===== config.mk =====
export PLATFORM = sky130hd
export DESIGN_NAME = uart_tx_param
export DESIGN_NICKNAME = d
export VERILOG_FILES = /design/src/rtl/uart_pkg.sv /design/src/rtl/uart_tx_fifo.sv /design/src/rtl/uart_tx_param.sv
export SDC_FILE = /design/constraint.sdc
export NUM_CORES = 1
export LEC_CHECK = 0
export CAP_MARGIN = 20
export CELL_PAD_IN_SITES_DETAIL_PLACEMENT = 0
export CELL_PAD_IN_SITES_GLOBAL_PLACEMENT = 1
export CORE_ASPECT_RATIO = 1.5
export CORE_MARGIN = 2
export CORE_UTILIZATION = 44
export DETAILED_ROUTE_END_ITERATION = 10
export GPL_ROUTABILITY_DRIVEN = 0
export PLACE_DENSITY_LB_ADDON = 0.1
export SKIP_LAST_GASP = 1
export SYNTH_ARGS = -nofsm -noshare
export SYNTH_HDL_FRONTEND = slang
export SYNTH_SLANG_ARGS = --single-unit

===== constraint.sdc =====
create_clock -name CLK -period 2.3 [get_ports CLK]
set_input_delay 0.575 -clock CLK [delete_from_list [all_inputs] [get_ports CLK]]
set_output_delay 0.575 -clock CLK [all_outputs]
set_load 0.05 [all_outputs]

===== src/rtl/uart_pkg.sv =====
// uart_pkg: constants, FSM encoding and a parameter legality
// check shared by the UART transmit/receive blocks. No ports.
package uart_pkg;

    localparam int PAR_NONE = 0;
    localparam int PAR_EVEN = 1;
    localparam int PAR_ODD  = 2;

    // 50 MHz / 115200 baud
    localparam int DEFAULT_CLK_DIV = 434;

    typedef enum logic [2:0] {
        S_IDLE,
        S_START,
        S_DATA,
        S_PAR,
        S_STOP
    } tx_state_t;

    function automatic bit tx_params_ok(
        input int clk_div,
        input int data_bits,
        input int parity,
        input int stop_bits,
        input int fifo_depth
    );
        bit ok;
        ok = 1'b1;
        if (clk_div < 2) ok = 1'b0;
        if (data_bits < 5 || data_bits > 9) ok = 1'b0;
        if (parity < PAR_NONE || parity > PAR_ODD) ok = 1'b0;
        if (stop_bits < 1 || stop_bits > 2) ok = 1'b0;
        if (fifo_depth < 2) ok = 1'b0;
        if ((fifo_depth & (fifo_depth - 1)) != 0) ok = 1'b0;
        return ok;
    endfunction

endpackage


===== src/rtl/uart_tx_fifo.sv =====
// uart_tx_fifo: synchronous FIFO with registered full flag and count.
// Ports: clk, rst (sync, active high), wr_en/wr_data, rd_en/rd_data,
//        full, empty, drop (rejected-write pulse), count.
module uart_tx_fifo #(
    parameter int WIDTH = 8,
    parameter int DEPTH = 4
) (
    input  logic                     clk,
    input  logic                     rst,
    input  logic                     wr_en,
    input  logic [WIDTH-1:0]         wr_data,
    input  logic                     rd_en,
    output logic [WIDTH-1:0]         rd_data,
    output logic                     full,
    output logic                     empty,
    output logic                     drop,
    output logic [$clog2(DEPTH):0]   count
);

    localparam int AW = $clog2(DEPTH);
    localparam logic [AW:0] FULL_CNT = (AW + 1)'(DEPTH);

    logic [WIDTH-1:0] mem [DEPTH];
    logic [AW-1:0]    wr_ptr_q;
    logic [AW-1:0]    rd_ptr_q;
    logic [AW:0]      count_q;
    logic [AW:0]      count_d;
    logic             full_q;
    logic             drop_q;
    logic             wr_ok;
    logic             rd_ok;

    assign wr_ok = wr_en && !full_q;
    assign rd_ok = rd_en && (count_q != '0);

    always_comb begin
        count_d = count_q;
        case ({wr_ok, rd_ok})
            2'b10:   count_d = count_q + 1'b1;
            2'b01:   count_d = count_q - 1'b1;
            default: count_d = count_q;
        endcase
    end

    always_ff @(posedge clk) begin
        if (wr_ok) begin
            mem[wr_ptr_q] <= wr_data;
        end
    end

    always_ff @(posedge clk) begin
        if (rst) begin
            wr_ptr_q <= '0;
            rd_ptr_q <= '0;
            count_q  <= '0;
            full_q   <= 1'b0;
            drop_q   <= 1'b0;
        end else begin
            if (wr_ok) wr_ptr_q <= wr_ptr_q + 1'b1;
            if (rd_ok) rd_ptr_q <= rd_ptr_q + 1'b1;
            count_q <= count_d;
            full_q  <= (count_d == FULL_CNT);
            drop_q  <= wr_en && full_q;
        end
    end

    assign rd_data = mem[rd_ptr_q];
    assign full    = full_q;
    assign empty   = (count_q == '0);
    assign drop    = drop_q;
    assign count   = count_q;

endmodule


===== src/rtl/uart_tx_param.sv =====
// uart_tx_param: self-timed UART transmitter with input FIFO.
// Ports: CLK, RST (sync, active high), DATA/DATA_READY in, FULL, DROP, TXD, IDLE out.
module uart_tx_param
    import uart_pkg::*;
#(
    parameter int CLK_DIV    = DEFAULT_CLK_DIV,
    parameter int DATA_BITS  = 8,
    parameter int PARITY     = PAR_NONE,
    parameter int STOP_BITS  = 1,
    parameter int FIFO_DEPTH = 4
) (
    input  logic                 CLK,
    input  logic                 RST,
    input  logic [DATA_BITS-1:0] DATA,
    input  logic                 DATA_READY,
    output logic                 FULL,
    output logic                 DROP,
    output logic                 TXD,
    output logic                 IDLE
);

    localparam int CW = $clog2(CLK_DIV);
    localparam int BW = $clog2(DATA_BITS);
    localparam int NW = $clog2(FIFO_DEPTH) + 1;

    localparam logic [CW-1:0] BAUD_LAST = CW'(CLK_DIV - 1);
    localparam logic [BW-1:0] DATA_LAST = BW'(DATA_BITS - 1);
    localparam logic [BW-1:0] STOP_LAST = BW'(STOP_BITS - 1);
    localparam logic          HAS_PAR   = (PARITY != PAR_NONE);
    localparam logic          ODD_PAR   = (PARITY == PAR_ODD);

    if (!tx_params_ok(CLK_DIV, DATA_BITS, PARITY, STOP_BITS, FIFO_DEPTH))
    begin : g_bad_params
        $error("uart_tx_param: illegal parameter set");
    end

    logic [DATA_BITS-1:0] fifo_rd_data;
    logic                 fifo_empty;
    logic [NW-1:0]        fifo_count;
    logic                 pop;

    uart_tx_fifo #(
        .WIDTH (DATA_BITS),
        .DEPTH (FIFO_DEPTH)
    ) u_fifo (
        .clk     (CLK),
        .rst     (RST),
        .wr_en   (DATA_READY),
        .wr_data (DATA),
        .rd_en   (pop),
        .rd_data (fifo_rd_data),
        .full    (FULL),
        .empty   (fifo_empty),
        .drop    (DROP),
        .count   (fifo_count)
    );

    tx_state_t            state_q;
    tx_state_t            state_d;
    logic [CW-1:0]        baud_q;
    logic [CW-1:0]        baud_d;
    logic [BW-1:0]        bit_q;
    logic [BW-1:0]        bit_d;
    logic [DATA_BITS-1:0] shift_q;
    logic [DATA_BITS-1:0] shift_d;
    logic                 par_q;
    logic                 par_d;
    logic                 baud_end;
    logic                 txd_d;
    logic                 txd_q;
    logic                 idle_q;

    assign baud_end = (baud_q == BAUD_LAST);

    always_comb begin
        state_d = state_q;
        baud_d  = baud_q;
        bit_d   = bit_q;
        shift_d = shift_q;
        par_d   = par_q;
        pop     = 1'b0;

        // the divider free-runs while a frame is in flight
        if (state_q != S_IDLE) begin
            baud_d = baud_end ? '0 : baud_q + 1'b1;
        end

        case (state_q)
            S_IDLE: begin
                if (!fifo_empty) begin
                    pop     = 1'b1;
                    shift_d = fifo_rd_data;
                    par_d   = (^fifo_rd_data) ^ ODD_PAR;
                    baud_d  = '0;
                    bit_d   = '0;
                    state_d = S_START;
                end
            end
            S_START: begin
                if (baud_end) begin
                    bit_d   = '0;
                    state_d = S_DATA;
                end
            end
            S_DATA: begin
                if (baud_end) begin
                    shift_d = shift_q >> 1;
                    if (bit_q == DATA_LAST) begin
                        bit_d   = '0;
                        state_d = HAS_PAR ? S_PAR : S_STOP;
                    end else begin
                        bit_d = bit_q + 1'b1;
                    end
                end
            end
            S_PAR: begin
                if (baud_end) begin
                    bit_d   = '0;
                    state_d = S_STOP;
                end
            end
            S_STOP: begin
                if (baud_end) begin
                    if (bit_q != STOP_LAST) begin
                        bit_d = bit_q + 1'b1;
                    end else if (!fifo_empty) begin
                        // chain the next frame with no idle gap
                        pop     = 1'b1;
                        shift_d = fifo_rd_data;
                        par_d   = (^fifo_rd_data) ^ ODD_PAR;
                        bit_d   = '0;
                        state_d = S_START;
                    end else begin
                        bit_d   = '0;
                        state_d = S_IDLE;
                    end
                end
            end
            default: begin
                state_d = S_IDLE;
            end
        endcase
    end

    always_comb begin
        txd_d = 1'b1;
        case (state_q)
            S_START: txd_d = 1'b0;
            S_DATA:  txd_d = shift_q[0];
            S_PAR:   txd_d = par_q;
            default: txd_d = 1'b1;
        endcase
    end

    always_ff @(posedge CLK) begin
        if (RST) begin
            state_q <= S_IDLE;
            baud_q  <= '0;
            bit_q   <= '0;
            shift_q <= '0;
            par_q   <= 1'b0;
            txd_q   <= 1'b1;
            idle_q  <= 1'b1;
        end else begin
            state_q <= state_d;
            baud_q  <= baud_d;
            bit_q   <= bit_d;
            shift_q <= shift_d;
            par_q   <= par_d;
            txd_q   <= txd_d;
            idle_q  <= (state_q == S_IDLE) && (fifo_count == '0);
        end
    end

    assign TXD  = txd_q;
    assign IDLE = idle_q;

endmodule


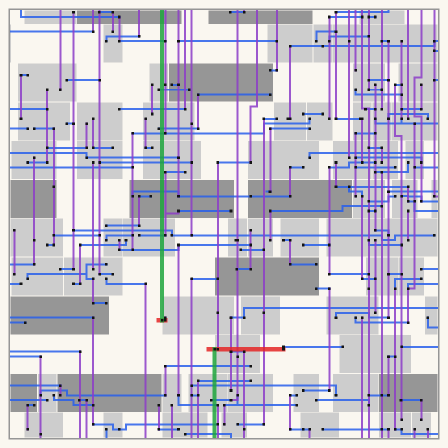
(images/closeup.png)
Window x 22 to 52, y 39 to 69 µm. Cells in grey, sequential cells in the stronger grey; small squares are vias.
M4 -> green
M3 -> red
M1 -> blue
M2 -> purple
sequential cells in the window = 7
netlist names of flops here include = shift_q (3), state_q (2)
cells with their middle in the window = 60
most frequent = nor2_1 (10), dfxtp_1 (7), buf_4 (6)

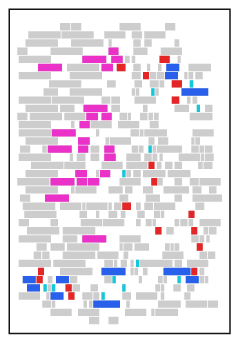
(images/gates.png)
Scale: 3 px per µm.
inv cells -> cyan  # cells 12, where all over the die
mux cells -> magenta  # cells 22
and/or cells -> red  # cells 17, where all over the die
fa/ha/maj cells -> blue  # cells 11, where all over the die

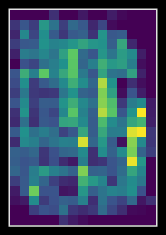
(images/route_heat.png)
Scale: 2 px per µm. The die is cut into 15 by 22 equal tiles; dark purple is low, yellow is high, scaled to the fullest tile. Values are wire area over tile area, all layers added.
nearly empty tiles = 14%
tiles over half the peak = 19%
densest ninth of the die = centre
fullest tile = 0.36
emptiest ninth of the die = north-east
wire length per cell: 14.58 µm
GRT Total Usage: 16.78%
WL final: 5701 µm
DR vias: 2063

## cells in the final DEF (no fill, tap or decap), types with 7 or more instances in the layout
cell type | Yosys | routed
a21oi_1 | 17 | 17
buf_4 | 2 | 29
clkbuf_8 | 0 | 9
clkdlybuf4s50_1 | 0 | 14
dfxtp_1 | 37 | 33
edfxtp_1 | 32 | 32
ha_1 | 10 | 7
inv_1 | 12 | 8
mux2_2 | 7 | 7
mux2i_1 | 7 | 7
mux4_2 | 8 | 8
nand2_1 | 12 | 12
nor2_1 | 34 | 34
o21ai_0 | 7 | 7
xnor2_1 | 11 | 11
## timing repair
action	in CTS	in global routing
cloned	0	0
pin swaps	0	9
buffers inserted	0	1
gates resized	1	9
setup endpoints to repair	2	2
==> ci_impl_report.md <==
## Synthesis and layout report

| Metric | Value |
|---|---|
| Comb area share | `36.97%` |
| Slowest-stage cell, CP | `dfxtp_2` |
| Logic Gate Count | `173` |
| FF+latch area | `1707 µm²` |
| Fa+ha+maj area frac | `under 10%` |
| Status | `completed` |
| Yosys chip area | `around 3100 µm²` |
| DRC | `0` |
| Die area | `between 7000 and 8000 µm²` |
| Final Hold Vio Count | `0` |
| Die height | `about 110 µm` |
| Comb group | `1740 µW` |
| Final Net Count | `roughly 330` |
| Num rows | `37` |
| Cell count along the critical path | `12` |
| Die W | `73.05 µm` |
| RSZ-0062 raised after global routing | `yes` |
| Clk tree area frac | `5.777%` |
| PD cells | `1156 nW/µm²` |
| GRT overflow | `0` |
| Post-Place Cells | `374` |
| Layout cells sized above 1 | `26.84%` |
| Mean Syn Cell Area | `~12 µm²` |
| Fp_density | `45.62%` |
| Uppermost layer routed | `met4` |
No activity file was given, so power comes from the tool's default toggle rates.
